==> src/rtl/noc_pkg.sv <==
// -----------------------------------------------------------------------------
// noc_pkg
// Shared definitions for the processor/router flit path.
//   FLIT_W     : flit width, {tlast, payload[7:0]}
//   TLAST_BIT  : bit position of tlast inside a flit
//   state_e    : receive FSM states (IDLE, RECV, DONE)
//   SEQ_FIRST  : first payload value of every burst
// -----------------------------------------------------------------------------
package noc_pkg;

  localparam int FLIT_W    = 9;
  localparam int TLAST_BIT = 8;

  typedef enum logic [1:0] {
    ST_IDLE = 2'd0,
    ST_RECV = 2'd1,
    ST_DONE = 2'd2
  } state_e;

  localparam int SEQ_FIRST = 1;

endpackage : noc_pkg

==> src/rtl/seq_checker.sv <==
// -----------------------------------------------------------------------------
// seq_checker
// Tracks the expected payload value and the running length of the burst
// being received. Both counters advance 1,2,...,max and then wrap back to 1,
// never passing through 0, matching the sender's overflow rule.
//
// Ports
//   clock       in   system clock, rising edge
//   reset       in   asynchronous active-low reset
//   accept_i    in   a flit is transferred this cycle
//   start_i     in   the flit (if any) opens a new burst
//   payload_i   in   payload of the flit presented this cycle
//   mismatch_o  out  payload differs from the expected sequence value
//   next_len_o  out  burst length including the flit presented this cycle
// -----------------------------------------------------------------------------
module seq_checker
  import noc_pkg::*;
#(
  parameter int DATA_W = 8
) (
  input  logic              clock,
  input  logic              reset,
  input  logic              accept_i,
  input  logic              start_i,
  input  logic [DATA_W-1:0] payload_i,
  output logic              mismatch_o,
  output logic [DATA_W-1:0] next_len_o
);

  localparam logic [DATA_W-1:0] FIRST = DATA_W'(SEQ_FIRST);

  // Increment with the all-ones -> 1 wrap; 0 is never produced.
  function automatic logic [DATA_W-1:0] wrap_inc(input logic [DATA_W-1:0] v);
    return (v == '1) ? FIRST : v + DATA_W'(1);
  endfunction

  logic [DATA_W-1:0] exp_q, exp_d;
  logic [DATA_W-1:0] len_q, len_d;
  logic [DATA_W-1:0] cur_exp;

  // A new burst restarts both counters, so the first flit is compared
  // against FIRST regardless of what the previous burst left behind.
  always_comb begin
    cur_exp    = start_i ? FIRST : exp_q;
    mismatch_o = (payload_i != cur_exp);
    next_len_o = start_i ? FIRST : wrap_inc(len_q);
    exp_d      = exp_q;
    len_d      = len_q;
    if (accept_i) begin
      exp_d = wrap_inc(cur_exp);
      len_d = next_len_o;
    end
  end

  always_ff @(posedge clock or negedge reset) begin
    if (!reset) begin
      exp_q <= FIRST;
      len_q <= '0;
    end else begin
      exp_q <= exp_d;
      len_q <= len_d;
    end
  end

endmodule : seq_checker

==> src/rtl/flit_sink.sv <==
// -----------------------------------------------------------------------------
// flit_sink
// Receive end of the processor-to-router flit stream. Consumes flits
// {tlast, payload}, checks that payloads count 1,2,3,... within a burst and
// that the final length matches expected_len, and reports every completed
// burst through a level-held done/ack handshake.
//
// Ports
//   clock         in   system clock, rising edge
//   reset         in   asynchronous active-low reset
//   flit_valid    in   flit_data holds a flit
//   flit_data     in   [DATA_W] = tlast, [DATA_W-1:0] = sequence payload
//   flit_ready    out  sink accepts a flit (registered, 0 while DONE)
//   expected_len  in   expected burst length, 0 disables the length check
//   burst_ack     in   consumer has read the burst result
//   burst_done    out  completed-burst result valid, held until acked
//   burst_len     out  number of flits in the completed burst
//   seq_error     out  sticky per burst: out-of-order payload seen
//   len_error     out  completed burst length differs from expected_len
//   data_got      out  last accepted flit
//   busy          out  a burst is in progress
//   burst_count   out  total completed bursts (wraps)
//   error_count   out  total bursts with any error (wraps)
// -----------------------------------------------------------------------------
module flit_sink
  import noc_pkg::*;
#(
  parameter int DATA_W = TLAST_BIT,
  parameter int CNT_W  = 16
) (
  input  logic              clock,
  input  logic              reset,
  input  logic              flit_valid,
  input  logic [DATA_W:0]   flit_data,
  output logic              flit_ready,
  input  logic [DATA_W-1:0] expected_len,
  input  logic              burst_ack,
  output logic              burst_done,
  output logic [DATA_W-1:0] burst_len,
  output logic              seq_error,
  output logic              len_error,
  output logic [DATA_W:0]   data_got,
  output logic              busy,
  output logic [CNT_W-1:0]  burst_count,
  output logic [CNT_W-1:0]  error_count
);

  state_e            state_q;
  logic              flit_ready_q;
  logic              burst_done_q;
  logic [DATA_W-1:0] burst_len_q;
  logic              seq_error_q;
  logic              len_error_q;
  logic [DATA_W:0]   data_got_q;
  logic              busy_q;
  logic [CNT_W-1:0]  burst_count_q;
  logic [CNT_W-1:0]  error_count_q;

  logic              accept;
  logic              start;
  logic              tlast;
  logic              mismatch;
  logic [DATA_W-1:0] next_len;
  logic              seq_error_d;
  logic              len_error_d;

  // flit_ready is a registered copy of "not in DONE", so accept never
  // depends combinationally on anything the sink computes this cycle.
  assign accept = flit_valid & flit_ready_q;
  assign start  = (state_q == ST_IDLE);
  assign tlast  = flit_data[DATA_W];

  seq_checker #(
    .DATA_W (DATA_W)
  ) u_seq (
    .clock      (clock),
    .reset      (reset),
    .accept_i   (accept),
    .start_i    (start),
    .payload_i  (flit_data[DATA_W-1:0]),
    .mismatch_o (mismatch),
    .next_len_o (next_len)
  );

  // Error flags as they stand after the flit presented this cycle. The
  // first flit of a burst overwrites whatever the previous burst left.
  always_comb begin
    seq_error_d = start ? mismatch : (seq_error_q | mismatch);
    len_error_d = (expected_len != '0) && (next_len != expected_len);
  end

  always_ff @(posedge clock or negedge reset) begin
    if (!reset) begin
      state_q       <= ST_IDLE;
      flit_ready_q  <= 1'b1;
      burst_done_q  <= 1'b0;
      burst_len_q   <= '0;
      seq_error_q   <= 1'b0;
      len_error_q   <= 1'b0;
      data_got_q    <= '0;
      busy_q        <= 1'b0;
      burst_count_q <= '0;
      error_count_q <= '0;
    end else begin
      case (state_q)
        ST_IDLE, ST_RECV: begin
          if (accept) begin
            data_got_q  <= flit_data;
            seq_error_q <= seq_error_d;
            if (tlast) begin
              // Burst complete: latch result and update statistics on the
              // same edge that accepts the tlast flit.
              state_q       <= ST_DONE;
              flit_ready_q  <= 1'b0;
              busy_q        <= 1'b0;
              burst_done_q  <= 1'b1;
              burst_len_q   <= next_len;
              len_error_q   <= len_error_d;
              burst_count_q <= burst_count_q + CNT_W'(1);
              error_count_q <= error_count_q + CNT_W'(seq_error_d | len_error_d);
            end else begin
              state_q <= ST_RECV;
              busy_q  <= 1'b1;
            end
          end
        end
        ST_DONE: begin
          if (burst_ack) begin
            state_q      <= ST_IDLE;
            flit_ready_q <= 1'b1;
            burst_done_q <= 1'b0;
            seq_error_q  <= 1'b0;
            len_error_q  <= 1'b0;
          end
        end
        default: begin
          state_q      <= ST_IDLE;
          flit_ready_q <= 1'b1;
          busy_q       <= 1'b0;
        end
      endcase
    end
  end

  assign flit_ready  = flit_ready_q;
  assign burst_done  = burst_done_q;
  assign burst_len   = burst_len_q;
  assign seq_error   = seq_error_q;
  assign len_error   = len_error_q;
  assign data_got    = data_got_q;
  assign busy        = busy_q;
  assign burst_count = burst_count_q;
  assign error_count = error_count_q;

endmodule : flit_sink

==> config.mk <==
export PLATFORM = sky130hd
export DESIGN_NAME = flit_sink
export DESIGN_NICKNAME = d
export VERILOG_FILES = /design/src/rtl/noc_pkg.sv /design/src/rtl/seq_checker.sv /design/src/rtl/flit_sink.sv
export SDC_FILE = /design/constraint.sdc
export NUM_CORES = 1
export LEC_CHECK = 0
export ABC_CLOCK_PERIOD_IN_PS = 4100
export CAP_MARGIN = 40
export CELL_PAD_IN_SITES_DETAIL_PLACEMENT = 1
export CELL_PAD_IN_SITES_GLOBAL_PLACEMENT = 2
export CORE_ASPECT_RATIO = 0.5
export CORE_MARGIN = 5
export CORE_UTILIZATION = 35
export DETAILED_ROUTE_END_ITERATION = 8
export PLACE_DENSITY_LB_ADDON = 0.1
export SETUP_SLACK_MARGIN = 0.4
export SYNTH_ARGS = -nofsm -noshare
export SYNTH_HDL_FRONTEND = slang
export SYNTH_HIERARCHICAL = 1
export SYNTH_SLANG_ARGS = --single-unit
==> constraint.sdc <==
create_clock -name clock -period 4.1 [get_ports clock]
set_input_delay 0.82 -clock clock [delete_from_list [all_inputs] [get_ports clock]]
set_output_delay 0.82 -clock clock [all_outputs]
set_load 0.05 [all_outputs]
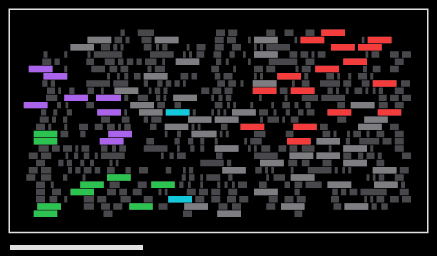
(images/flops_by_reg.png)
Bar = 50 µm.
- green: data_got (placed flops 9; where lower left)
- cyan: state_q (placed flops 2)
- purple: u_seq/exp_q (placed flops 8; where middle left)
- red: error_count (placed flops 16)
- not coloured: 37

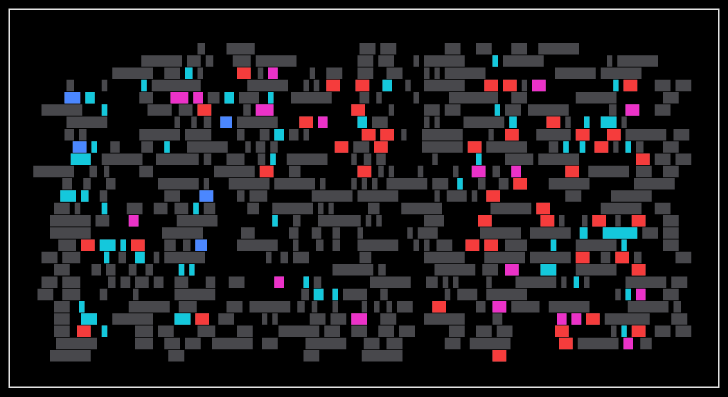
(images/logic_types.png)
- blue: non-inverting ao/oa cells (cells 5)
- magenta: and/or cells (cells 18)
- red: xor and xnor cells (cells 45)
- cyan: nor cells (cells 50)

==> run notes <==
impl run done, here's what came out: Layout non-clock buf frac=0.159, Die ar.=13,100 µm², Late-Pin Clk Latency=0.34 ns, metal2 WL=4820 µm, Total Power=0.00334 W, pre-CTS WS=0.604 ns, NumNets Final=473, final hold vios=0, fp util=0.364, fraction of area in registers=0.362, Setup crit start kind=flip-flop, area grow syn2layout=32.2%, Worst VDD drop=0.000389 V, Yosys warnings=6, CP Class=reg -> reg, top post-synthesis cells by count=dfrtp_1, nand2_1, nor2_1, CTS tree=yes, Cell Area, Synth=3770 µm², Post-synth seq share=0.479, reg2reg start=u_seq/len_q[3], logic area=1840 µm², Final Skew=0.00732 ns, crit path DRT=4.32 ns, max_slew headroom=0.539, CP Max Fanout=6, met3 WL post-DR=426 µm, cell count along the critical path=14, status=finished, final reports clean, Internal=0.00194 W, final setup fails=0, Setup crit end=error_count[10], Worst Tran Pin Value=0.690 ns, Die X=157 µm, Final Critical Period=3.27 ns, count of cell types in the netlist=54, Worst Slack Setup Final=0.832 ns, worst-path cell chain=and3_4 > nand3_4 > or3b_4 > a21oi_2 > xnor2_1 > nand4_1 > o21ai_0 > nand3b_1 > ha_1 > ha_1 > and3_1 > nand4_1 > nor2_1 > xor2_1, Yosys Instances=373, worst setup path start=u_seq/len_q[3], Synth logic family=simple AND/OR/NAND/NOR gates, # DRC=0, Top pwr grp=combinational cells, Min Hold Slack=0.414 ns, HPWL Detailed=7170 µm, Commonest flop=dfrtp_1, routed len/inst=16.4 µm, OpenROAD warnings=27, kind of cell adding the most delay to the critical path=simple AND/OR/NAND/NOR gates, vias=2,957, Finished Cell Area=4980 µm², Antenna Violating Nets Remaining=0, #MultiIn Comb=275, tap cells=140, number of clock buffers in the layout=10, Post-Route Setup TNS=0 ns, Fillers=1,160, CP bufs+invs=0, mux share=0.0409, yosys synthesis chip area=3770 µm², bufs w/o clock=79, RSZ-0062 raised after global routing=no, vias in the first global route=3,240, # diodes=0, Pre-antenna DRT Iters=4, Yosys top cell by instances=dfrtp_1, Clock power frac=0.261, reg-to-reg endpoint=error_count[10], met1 GRT Util=0.194, Die Y=83.4 µm, port bufs=74, Max Transition Viols Final=0, Clk. pwr=0.000872 W, first-pass GRT wire length=16,500 µm, P_sw=0.00139 W, Adder Area Share=0.0166, biggest area cells=dfrtp_1, nand2_1, xnor2_1, xor2_1, mux2_2, Largest stage delay, worst path=0.45 ns, flop count=72, dpl cell area=4650 µm², share of cells above drive strength 1=0.113, Syn Inst Count=373, Leak Pwr=2.18 nW, ys async rst share=1.00, pin count of the biggest net entering global routing=62, met2 Use GR=0.264, GRT Util Overall=0.158, EDFF count, synth=0, grt met3 use=0.0493, fmax=306 MHz, Post-CTS Resized=0, Seq pwr share=0.331, Worst R2R Setup Slack=0.83 ns, most numerous logic cells after layout=clkdlybuf4s50_1, dfrtp_1, nand2_1, Setup crit end kind=flip-flop, vias per std cell=4.99, clock root cell=clkbuf_16, CTS buffer count=9, ClkCell Share=0.0663, sw frac=0.418, DR top layer=met4, Final Wtd Congestion=0.772, xor/xnor share=0.105, Starting DRT DRC Count=103
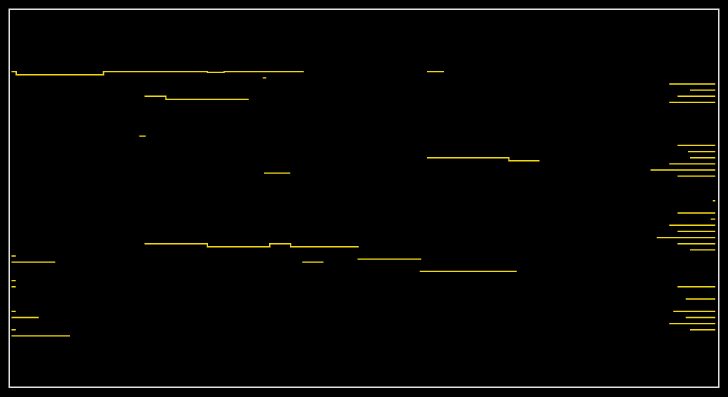
(images/layer_met3.png)
- main direction: horizontal
- wire length on this layer: 427 µm
- share of all routed wire: 4.4%

No activity file was given, so power comes from the tool's default toggle rates.
